**Run 1: close-up of the layout**

Window x 80 to 105, y 80 to 105 microns. Cells in gray, sequential cells in the stronger gray; small squares are vias.
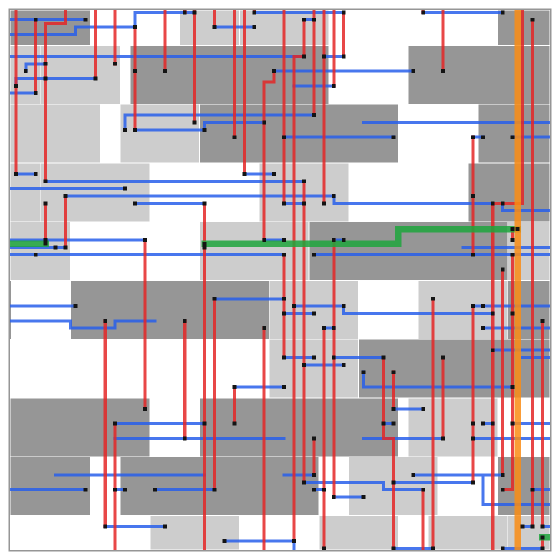
**Run 1: M1 wires**

Drawn at 2 px/micron.
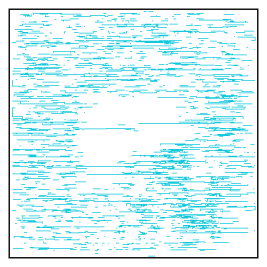
**Run 1: sequential cells colored by netlist name**

Drawn at 4 px/micron. Other sequential cells in the stronger gray, the rest of the logic in the fainter gray.
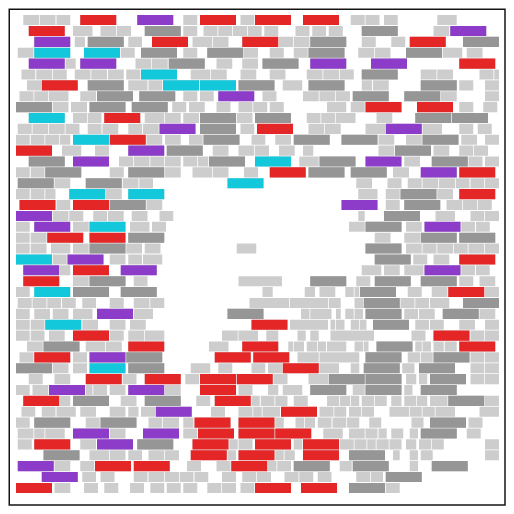
### src/rtl/cgra_conf_pkg.sv
// Shared config-bus definitions for the CGRA configuration tree.
// Holds the command type codes, the broadcast id, the bus field positions
// and the constant-assembler state encoding. Imported by every PE reader
// and by the host-side config writer.
package cgra_conf_pkg;

  typedef enum logic [7:0] {
    CMD_NOP      = 8'd0,
    CMD_INSTR    = 8'd1,
    CMD_CONST    = 8'd2,
    CMD_PC_MAX   = 8'd3,
    CMD_PC_LOOP  = 8'd4,
    CMD_IGNORE   = 8'd5,
    CMD_QTD_LOW  = 8'd6,
    CMD_QTD_HIGH = 8'd7,
    CMD_CONST_HI = 8'd8
  } cmd_type_e;

  localparam logic [15:0] BCAST_ID = 16'hFFFF;

  localparam int TYPE_LSB    = 0;
  localparam int ID_LSB      = 8;
  localparam int THREAD_LSB  = 24;
  localparam int IADDR_LSB   = 28;
  localparam int CADDR_LSB   = 28;
  localparam int PAYLOAD_LSB = 32;
  localparam int INSTR_LSB   = 40;

  typedef enum logic {
    CA_IDLE,
    CA_WAIT_HI
  } const_state_e;

endpackage

### src/rtl/cgra_conf_const_asm.sv
// Two-beat constant assembler for constants wider than 32 bits.
// state      | meaning
// CA_IDLE    | no partial constant held
// CA_WAIT_HI | CONST beat latched (low word, addr, thread), waiting for CONST_HI
// Ports: clk/rst (async active-low); match_i/type_i/addr_i/thread_i/payload_i
// are the decoded stage-1 command; fire_o is the combinational write request
// with data_o/addr_o/thread_o; seq_err_o is the sticky protocol-error flag.
module cgra_conf_const_asm
  import cgra_conf_pkg::*;
#(
  parameter int DATA_W       = 64,
  parameter int CONST_ADDR_W = 4,
  parameter int THREAD_W     = 3
) (
  input  logic                    clk,
  input  logic                    rst,
  input  logic                    match_i,
  input  logic [7:0]              type_i,
  input  logic [CONST_ADDR_W-1:0] addr_i,
  input  logic [THREAD_W-1:0]     thread_i,
  input  logic [31:0]             payload_i,
  output logic                    fire_o,
  output logic [DATA_W-1:0]       data_o,
  output logic [CONST_ADDR_W-1:0] addr_o,
  output logic [THREAD_W-1:0]     thread_o,
  output logic                    seq_err_o
);

  const_state_e              state_q, state_d;
  logic [31:0]               low_q, low_d;
  logic [CONST_ADDR_W-1:0]   addr_q, addr_d;
  logic [THREAD_W-1:0]       thr_q, thr_d;
  logic                      seq_err_q, seq_err_d;
  logic                      is_const, is_hi;

  assign is_const = match_i && (type_i == CMD_CONST);
  assign is_hi    = match_i && (type_i == CMD_CONST_HI);

  always_ff @(posedge clk or negedge rst) begin
    if (!rst) begin
      state_q   <= CA_IDLE;
      low_q     <= '0;
      addr_q    <= '0;
      thr_q     <= '0;
      seq_err_q <= 1'b0;
    end else begin
      state_q   <= state_d;
      low_q     <= low_d;
      addr_q    <= addr_d;
      thr_q     <= thr_d;
      seq_err_q <= seq_err_d;
    end
  end

  always_comb begin
    state_d   = state_q;
    low_d     = low_q;
    addr_d    = addr_q;
    thr_d     = thr_q;
    seq_err_d = seq_err_q;
    fire_o    = 1'b0;
    case (state_q)
      CA_IDLE: begin
        if (is_const) begin
          low_d   = payload_i;
          addr_d  = addr_i;
          thr_d   = thread_i;
          state_d = CA_WAIT_HI;
        end else if (is_hi) begin
          seq_err_d = 1'b1;
        end
      end
      CA_WAIT_HI: begin
        if (is_hi) begin
          fire_o  = 1'b1;
          state_d = CA_IDLE;
        end else if (match_i) begin
          // Partial constant is abandoned; a fresh CONST restarts the pair.
          seq_err_d = 1'b1;
          if (is_const) begin
            low_d  = payload_i;
            addr_d = addr_i;
            thr_d  = thread_i;
          end else begin
            state_d = CA_IDLE;
          end
        end
      end
      default: state_d = CA_IDLE;
    endcase
  end

  assign data_o    = {payload_i[DATA_W-33:0], low_q};
  assign addr_o    = addr_q;
  assign thread_o  = thr_q;
  assign seq_err_o = seq_err_q;

  logic unused_pay;
  assign unused_pay = ^payload_i;

endmodule

### src/rtl/cgra_conf_reader_pe_wide.sv
// Per-PE configuration reader. Snoops the shared 64-bit config bus, keeps
// commands addressed to PE_ID or broadcast, and issues one-cycle write
// strobes with aligned data two edges after the command is sampled.
// Ports: clk, rst (async active-low), conf_valid/conf_bus_in (bus);
// *_we strobes with their addr/data outputs for instruction memory, const
// memory, pc_max/pc_loop, ignore and qtd registers; thread_id of the current
// strobe; sticky seq_err; conf_count of accepted commands.
module cgra_conf_reader_pe_wide
  import cgra_conf_pkg::*;
#(
  parameter logic [15:0] PE_ID  = 16'd0,
  parameter int DATA_W       = 16,
  parameter int INST_W       = 16,
  parameter int INST_ADDR_W  = 1,
  parameter int CONST_ADDR_W = 4,
  parameter int PC_W         = 1,
  parameter int THREAD_W     = 3
) (
  input  logic                    clk,
  input  logic                    rst,
  input  logic                    conf_valid,
  input  logic [63:0]             conf_bus_in,
  output logic                    instruction_we,
  output logic [INST_ADDR_W-1:0]  instruction_addr,
  output logic [INST_W-1:0]       instruction_data,
  output logic                    const_we,
  output logic [CONST_ADDR_W-1:0] const_waddr,
  output logic [DATA_W-1:0]       const_data,
  output logic                    pc_max_we,
  output logic                    pc_loop_we,
  output logic [PC_W-1:0]         pc_max,
  output logic [PC_W-1:0]         pc_loop,
  output logic                    ignore_we,
  output logic [DATA_W-1:0]       ignore_data,
  output logic                    qtd_we_low,
  output logic                    qtd_we_high,
  output logic [31:0]             qtd_low,
  output logic [31:0]             qtd_high,
  output logic [THREAD_W-1:0]     thread_id,
  output logic                    seq_err,
  output logic [15:0]             conf_count
);

  localparam bit WIDE = (DATA_W > 32);

  // Stage 1: raw bus capture.
  logic        valid_q;
  logic [63:0] bus_q;

  always_ff @(posedge clk or negedge rst) begin
    if (!rst) begin
      valid_q <= 1'b0;
      bus_q   <= '0;
    end else begin
      valid_q <= conf_valid;
      bus_q   <= conf_bus_in;
    end
  end

  logic [7:0]              typ;
  logic [15:0]             id;
  logic [31:0]             payload;
  logic [63:0]             pay_ext;
  logic [THREAD_W-1:0]     thr;
  logic [CONST_ADDR_W-1:0] caddr;
  logic                    type_legal, match;
  logic                    is_instr, is_pcmax, is_pcloop, is_ign, is_qlo, is_qhi;

  assign typ     = bus_q[TYPE_LSB +: 8];
  assign id      = bus_q[ID_LSB +: 16];
  assign payload = bus_q[PAYLOAD_LSB +: 32];
  assign pay_ext = {32'd0, payload};
  assign thr     = bus_q[THREAD_LSB +: THREAD_W];
  assign caddr   = bus_q[CADDR_LSB +: CONST_ADDR_W];

  // CONST_HI only exists when constants need a second beat.
  assign type_legal = ((typ >= 8'd1) && (typ <= 8'd7)) || (WIDE && (typ == CMD_CONST_HI));
  assign match      = valid_q && ((id == PE_ID) || (id == BCAST_ID)) && type_legal;

  assign is_instr  = match && (typ == CMD_INSTR);
  assign is_pcmax  = match && (typ == CMD_PC_MAX);
  assign is_pcloop = match && (typ == CMD_PC_LOOP);
  assign is_ign    = match && (typ == CMD_IGNORE);
  assign is_qlo    = match && (typ == CMD_QTD_LOW);
  assign is_qhi    = match && (typ == CMD_QTD_HIGH);

  logic                    c_fire;
  logic [DATA_W-1:0]       c_data;
  logic [CONST_ADDR_W-1:0] c_addr;
  logic [THREAD_W-1:0]     c_thr;
  logic                    seq_err_w;

  generate
    if (WIDE) begin : g_wide
      cgra_conf_const_asm #(
        .DATA_W      (DATA_W),
        .CONST_ADDR_W(CONST_ADDR_W),
        .THREAD_W    (THREAD_W)
      ) u_const_asm (
        .clk      (clk),
        .rst      (rst),
        .match_i  (match),
        .type_i   (typ),
        .addr_i   (caddr),
        .thread_i (thr),
        .payload_i(payload),
        .fire_o   (c_fire),
        .data_o   (c_data),
        .addr_o   (c_addr),
        .thread_o (c_thr),
        .seq_err_o(seq_err_w)
      );
    end else begin : g_narrow
      assign c_fire    = match && (typ == CMD_CONST);
      assign c_data    = pay_ext[DATA_W-1:0];
      assign c_addr    = caddr;
      assign c_thr     = thr;
      assign seq_err_w = 1'b0;
    end
  endgenerate

  // Stage 2: registered strobes and held data.
  logic                    instr_we_q, const_we_q, pcmax_we_q, pcloop_we_q;
  logic                    ign_we_q, qlo_we_q, qhi_we_q;
  logic [INST_ADDR_W-1:0]  iaddr_q;
  logic [INST_W-1:0]       idata_q;
  logic [CONST_ADDR_W-1:0] caddr_q;
  logic [DATA_W-1:0]       cdata_q, ign_q;
  logic [PC_W-1:0]         pcmax_q, pcloop_q;
  logic [31:0]             qlo_q, qhi_q;
  logic [THREAD_W-1:0]     thread_q;
  logic [15:0]             count_q;

  always_ff @(posedge clk or negedge rst) begin
    if (!rst) begin
      instr_we_q  <= 1'b0;
      const_we_q  <= 1'b0;
      pcmax_we_q  <= 1'b0;
      pcloop_we_q <= 1'b0;
      ign_we_q    <= 1'b0;
      qlo_we_q    <= 1'b0;
      qhi_we_q    <= 1'b0;
      iaddr_q     <= '0;
      idata_q     <= '0;
      caddr_q     <= '0;
      cdata_q     <= '0;
      ign_q       <= '0;
      pcmax_q     <= '0;
      pcloop_q    <= '0;
      qlo_q       <= '0;
      qhi_q       <= '0;
      thread_q    <= '0;
      count_q     <= '0;
    end else begin
      instr_we_q  <= is_instr;
      const_we_q  <= c_fire;
      pcmax_we_q  <= is_pcmax;
      pcloop_we_q <= is_pcloop;
      ign_we_q    <= is_ign;
      qlo_we_q    <= is_qlo;
      qhi_we_q    <= is_qhi;
      if (is_instr) begin
        iaddr_q <= bus_q[IADDR_LSB +: INST_ADDR_W];
        idata_q <= bus_q[INSTR_LSB +: INST_W];
      end
      if (c_fire) begin
        caddr_q <= c_addr;
        cdata_q <= c_data;
      end
      if (is_pcmax)  pcmax_q  <= payload[PC_W-1:0];
      if (is_pcloop) pcloop_q <= payload[PC_W-1:0];
      if (is_ign)    ign_q    <= pay_ext[DATA_W-1:0];
      if (is_qlo)    qlo_q    <= payload;
      if (is_qhi)    qhi_q    <= payload;
      // A wide constant reports the thread of its CONST beat, not CONST_HI.
      if (c_fire)
        thread_q <= c_thr;
      else if (is_instr | is_pcmax | is_pcloop | is_ign | is_qlo | is_qhi)
        thread_q <= thr;
      if (match) count_q <= count_q + 16'd1;
    end
  end

  assign instruction_we   = instr_we_q;
  assign instruction_addr = iaddr_q;
  assign instruction_data = idata_q;
  assign const_we         = const_we_q;
  assign const_waddr      = caddr_q;
  assign const_data       = cdata_q;
  assign pc_max_we        = pcmax_we_q;
  assign pc_loop_we       = pcloop_we_q;
  assign pc_max           = pcmax_q;
  assign pc_loop          = pcloop_q;
  assign ignore_we        = ign_we_q;
  assign ignore_data      = ign_q;
  assign qtd_we_low       = qlo_we_q;
  assign qtd_we_high      = qhi_we_q;
  assign qtd_low          = qlo_q;
  assign qtd_high         = qhi_q;
  assign thread_id        = thread_q;
  assign seq_err          = seq_err_w;
  assign conf_count       = count_q;

  logic unused_bits;
  assign unused_bits = ^{bus_q, pay_ext};

endmodule
### config.mk
export PLATFORM = sky130hd
export DESIGN_NAME = cgra_conf_reader_pe_wide
export DESIGN_NICKNAME = d
export VERILOG_FILES = /design/src/rtl/cgra_conf_pkg.sv /design/src/rtl/cgra_conf_const_asm.sv /design/src/rtl/cgra_conf_reader_pe_wide.sv
export SDC_FILE = /design/constraint.sdc
export NUM_CORES = 1
export LEC_CHECK = 0
export CORE_UTILIZATION = 50
export CTS_BUF_LIST = sky130_fd_sc_hd__clkbuf_4 sky130_fd_sc_hd__clkbuf_8
export DETAILED_ROUTE_END_ITERATION = 6
export PLACE_DENSITY = 0.9
export SYNTH_ARGS = -nofsm -noshare
export SYNTH_HDL_FRONTEND = slang
export SYNTH_SLANG_ARGS = --single-unit
### constraint.sdc
create_clock -name clk -period 6.4 [get_ports clk]
set_input_delay 0.64 -clock clk [delete_from_list [all_inputs] [get_ports clk]]
set_output_delay 0.64 -clock clk [all_outputs]
set_load 0.02 [all_outputs]
==> notes.md, run 1 <==
Power and ir drop
- **Leakage Power** 4.86 nW
- **switching share of total power** 0.201
- **power consumed by the clock network** 0.00122 W

Cells and area
- **final cell count without fillers** 876
- **Diodes inserted** 0
- **Area Overhead vs Synth** 41.6%
- **dominant logic cell types in the final layout** dfrtp_1, clkdlybuf4s50_1, mux2_2

Setup path
- **Worst path top cell family by delay** simple AND/OR/NAND/NOR gates
- **capturing element type of the critical path** register
- **arrival time of data at the critical path endpoint** 3.39 ns
- **Slowest-stage cell, CP** and4_1
- **number of gates on the worst path with buffers counted** 4
- **cell depth of the worst flop-to-flop path** 4

Clock tree
- **CTS Buffer Depth** 3
- **clock tree root driver cell** clkbuf_8
- **H-tree levels** 2
- **latest clock arrival within the worst-skew pair** 0.50 ns
- **sink count of the clock tree** 209

Yosys
- **mapped cell area** 7390 sq um
- **Synthesized Nets** 504
- **Max-area cell share** 0.708
- **biggest area cells** dfrtp_1, mux2_2, xnor2_1, o2111ai_1, nor4_1
- **area share of xor/xnor cells in the synthesized design** 0.0178

Routing
- **vias per inst** 5.22
- **wire length per cell after detailed routing** 18.7 microns

Global route
- **maximum number of pins on one net before global-route repair** 146
- **M3 GR Usage** 0.0803
- **vias in the first global route** 4974

Floorplanning
- **core region area** 14500 sq um
- **number of placed I/O pins** 213
- **overall chip area** 15300 sq um

STA
- **endpoints failing setup** 0
- **Min Hold Slack** 0.330 ns
- **setup repair after global routing missed its margin** false
- **achievable clock frequency** 331 MHz

Status
- **outcome** finished, final reports clean

Place
- **post-placement worst setup slack** 3.40 ns

Min path
- **Tightest Hold Check Type** in -> async

Back to the opening pictures, 'close-up of the layout':
Green marks metal 3. Blue marks metal 1. Orange marks metal 4. Red marks metal 2.
26 logic cells have their middle in the window. Most frequent: mux2_2 (9), dfrtp_1 (9), clkdlybuf4s50_1 (4). Sequential cells in the window: 9. Netlist names of flops here include ignore_data (3), qtd_high (2), qtd_low (2).

Back to the opening pictures, 'M1 wires':
The layer carries 6180 microns of wire. The layer holds 38% of the routed length. The wires run mostly horizontal. The longest straight run is 40.9 microns. 634 nets have wire on it.
wire length after detailed routing: 16.4 mm
met1 track utilization from global routing: 0.245
total number of vias: 4576

Back to the opening pictures, 'sequential cells colored by netlist name':
Red marks bus_q, flops 63, where spread over the die. Cyan marks instruction_data, flops 16. Purple marks qtd_high, flops 32, where spread over the die.
post-route core utilization: 0.722
combined flip-flop and latch cell area: 5230 sq um

**Run 1: gate-type map**

Drawn at 2 px/micron.
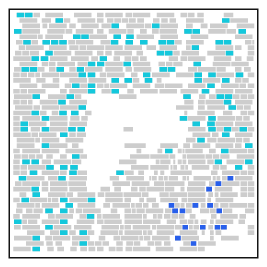

--- run 2 (diff from run 1) ---
Settings changed: CORE_UTILIZATION 50 to 49, PLACE_DENSITY 0.9 to 0.88.
Clock period 6.4 ns to 3 ns, I/O delays scaled along.
**Run 2: gate-type map**

Drawn at 2 px/micron.
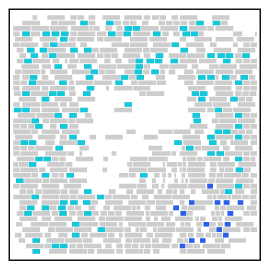
Blue marks xor and xnor cells, cells 15, where south-east. Cyan marks mux cells, cells 123, where spread over the die.
final cell count without fillers: 881
share of cell area taken by multi-input logic gates: 0.201

==> notes.md, run 2 <==
Cells and area
- **dominant logic cell types in the final layout** dfrtp_1, clkdlybuf4s50_1, mux2_2
- **Area Overhead vs Synth** 42.1%
- **combined flip-flop and latch cell area** 5230 sq um
- **Diodes inserted** 0

Power and ir drop
- **switching share of total power** 0.212
- **total power divided by cell area** 526 nW/um^2
- **Leakage Power** 4.88 nW
- **power consumed by the clock network** 0.00246 W

Yosys
- **Max-area cell share** 0.708
- **mapped cell area** 7390 sq um
- **Largest logic family** multiplexers
- **Synthesized Nets** 504
- **area share of xor/xnor cells in the synthesized design** 0.0178
- **Synth Instances** 436
- **biggest area cells** dfrtp_1, mux2_2, xnor2_1, o2111ai_1, nor4_1
- **count of different cell masters after synthesis** 33

STA
- **setup repair after global routing missed its margin** false
- **Final WS setup** 0.430 ns
- **endpoints failing setup** 0

Global route
- **met1 track utilization from global routing** 0.265
- **met2 Usage GRT** 0.389
- **M3 GR Usage** 0.0756
- **maximum number of pins on one net before global-route repair** 89
- **vias in the first global route** 5259

Setup path
- **number of gates on the worst path with buffers counted** 5
- **capturing element type of the critical path** register
- **arrival time of data at the critical path endpoint** 2.95 ns
- **cell depth of the worst flop-to-flop path** 5
- **Worst path top cell family by delay** simple AND/OR/NAND/NOR gates

Clock tree
- **clock tree root driver cell** clkbuf_8
- **H-tree levels** 2
- **count of hold-fix buffers inserted at cts** 1
- **sink count of the clock tree** 209
- **CTS Buffer Depth** 3

Routing
- **wire length after detailed routing** 16.9 mm
- **wire length per cell after detailed routing** 19.2 microns
- **vias per inst** 5.25
- **DRC violations left** 29

Floorplanning
- **core region area** 14600 sq um
- **standard-cell row count** 44
- **overall chip area** 15600 sq um
- **number of placed I/O pins** 213

Status
- **outcome** complete, but fails checks
- **violations in the final reports** DRC

Min path
- **Tightest Hold Check Type** in -> reg

Place
- **post-placement worst setup slack** 0.432 ns

**Run 2: sequential cells colored by netlist name**

Drawn at 4 px/micron. Other sequential cells in the stronger gray, the rest of the logic in the fainter gray.
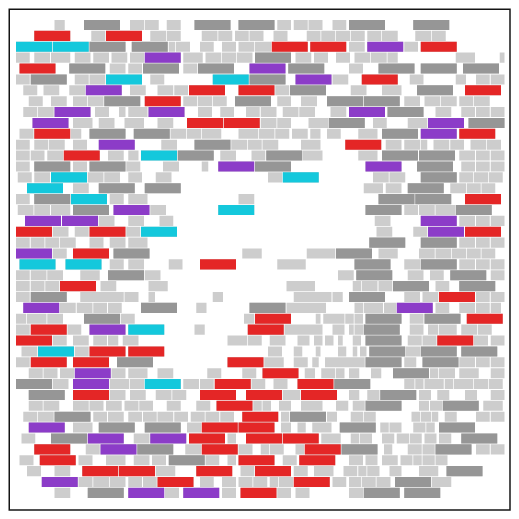
Purple marks qtd_high, flops 32, where spread over the die. Red marks bus_q, flops 63, where spread over the die. Cyan marks instruction_data, flops 16.
fraction of area in registers: 0.498
power in sequential cells: 0.00290 W
post-route core utilization: 0.717

--- run 3 (diff from run 2) ---
Settings changed: ABC_CLOCK_PERIOD_IN_PS from default to 3000.
**Run 3: routing congestion map**

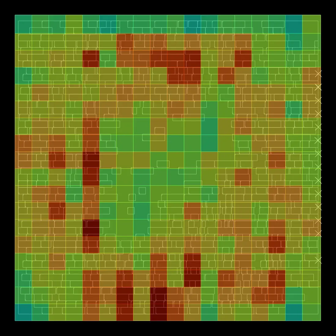
met1 track utilization from global routing: 0.265
wire length per cell after detailed routing: 19.2 microns

==> notes.md, run 3 <==
Status
- **outcome** complete, but fails checks
- **violations in the final reports** DRC

Floorplanning
- **overall chip area** 15600 sq um
- **number of placed I/O pins** 213

Yosys
- **mapped cell area** 7390 sq um
- **biggest area cells** dfrtp_1, mux2_2, xnor2_1, o2111ai_1, nor4_1
- **area share of xor/xnor cells in the synthesized design** 0.0178
- **Max-area cell share** 0.708
- **count of different cell masters after synthesis** 33
- **Largest logic family** multiplexers

STA
- **achievable clock frequency** 389 MHz
- **endpoints failing setup** 0
- **setup repair after global routing missed its margin** false
- **Min Hold Slack** 0.221 ns

Clock tree
- **clock tree root driver cell** clkbuf_8
- **CTS Buffer Depth** 3
- **latest clock arrival within the worst-skew pair** 0.51 ns
- **count of hold-fix buffers inserted at cts** 1
- **H-tree levels** 2
- **sink count of the clock tree** 209

Place
- **post-placement worst setup slack** 0.432 ns

Setup path
- **Slowest-stage cell, CP** or4b_4
- **capturing element type of the critical path** register
- **cell depth of the worst flop-to-flop path** 5
- **number of gates on the worst path with buffers counted** 5
- **Worst path top cell family by delay** simple AND/OR/NAND/NOR gates
- **arrival time of data at the critical path endpoint** 2.95 ns

Cells and area
- **share of cell area taken by multi-input logic gates** 0.201
- **multi-input gate area in the final layout** 2110 sq um
- **fraction of area in registers** 0.498
- **dominant logic cell types in the final layout** dfrtp_1, clkdlybuf4s50_1, mux2_2
- **Diodes inserted** 0
- **Filler cells** 911
- **Area Overhead vs Synth** 42.1%
- **post-route core utilization** 0.717

Power and ir drop
- **power in sequential cells** 0.00290 W
- **switching share of total power** 0.212

Routing
- **vias per inst** 5.25
- **DRC violations left** 29

Global route
- **vias in the first global route** 5259
- **M3 GR Usage** 0.0756

Min path
- **Tightest Hold Check Type** in -> reg

**Run 3: M1 wires**

Drawn at 2 px/micron.
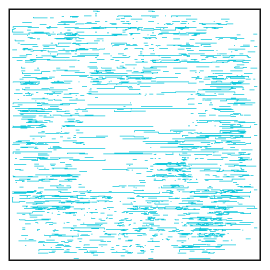
The layer carries 6590 microns of wire. The layer holds 39% of the routed length. The wires run mostly horizontal. 651 nets have wire on it.
wire length after detailed routing: 16.9 mm
total number of vias: 4621

Power figures rest on the tool's default switching activity, not on a simulated workload.
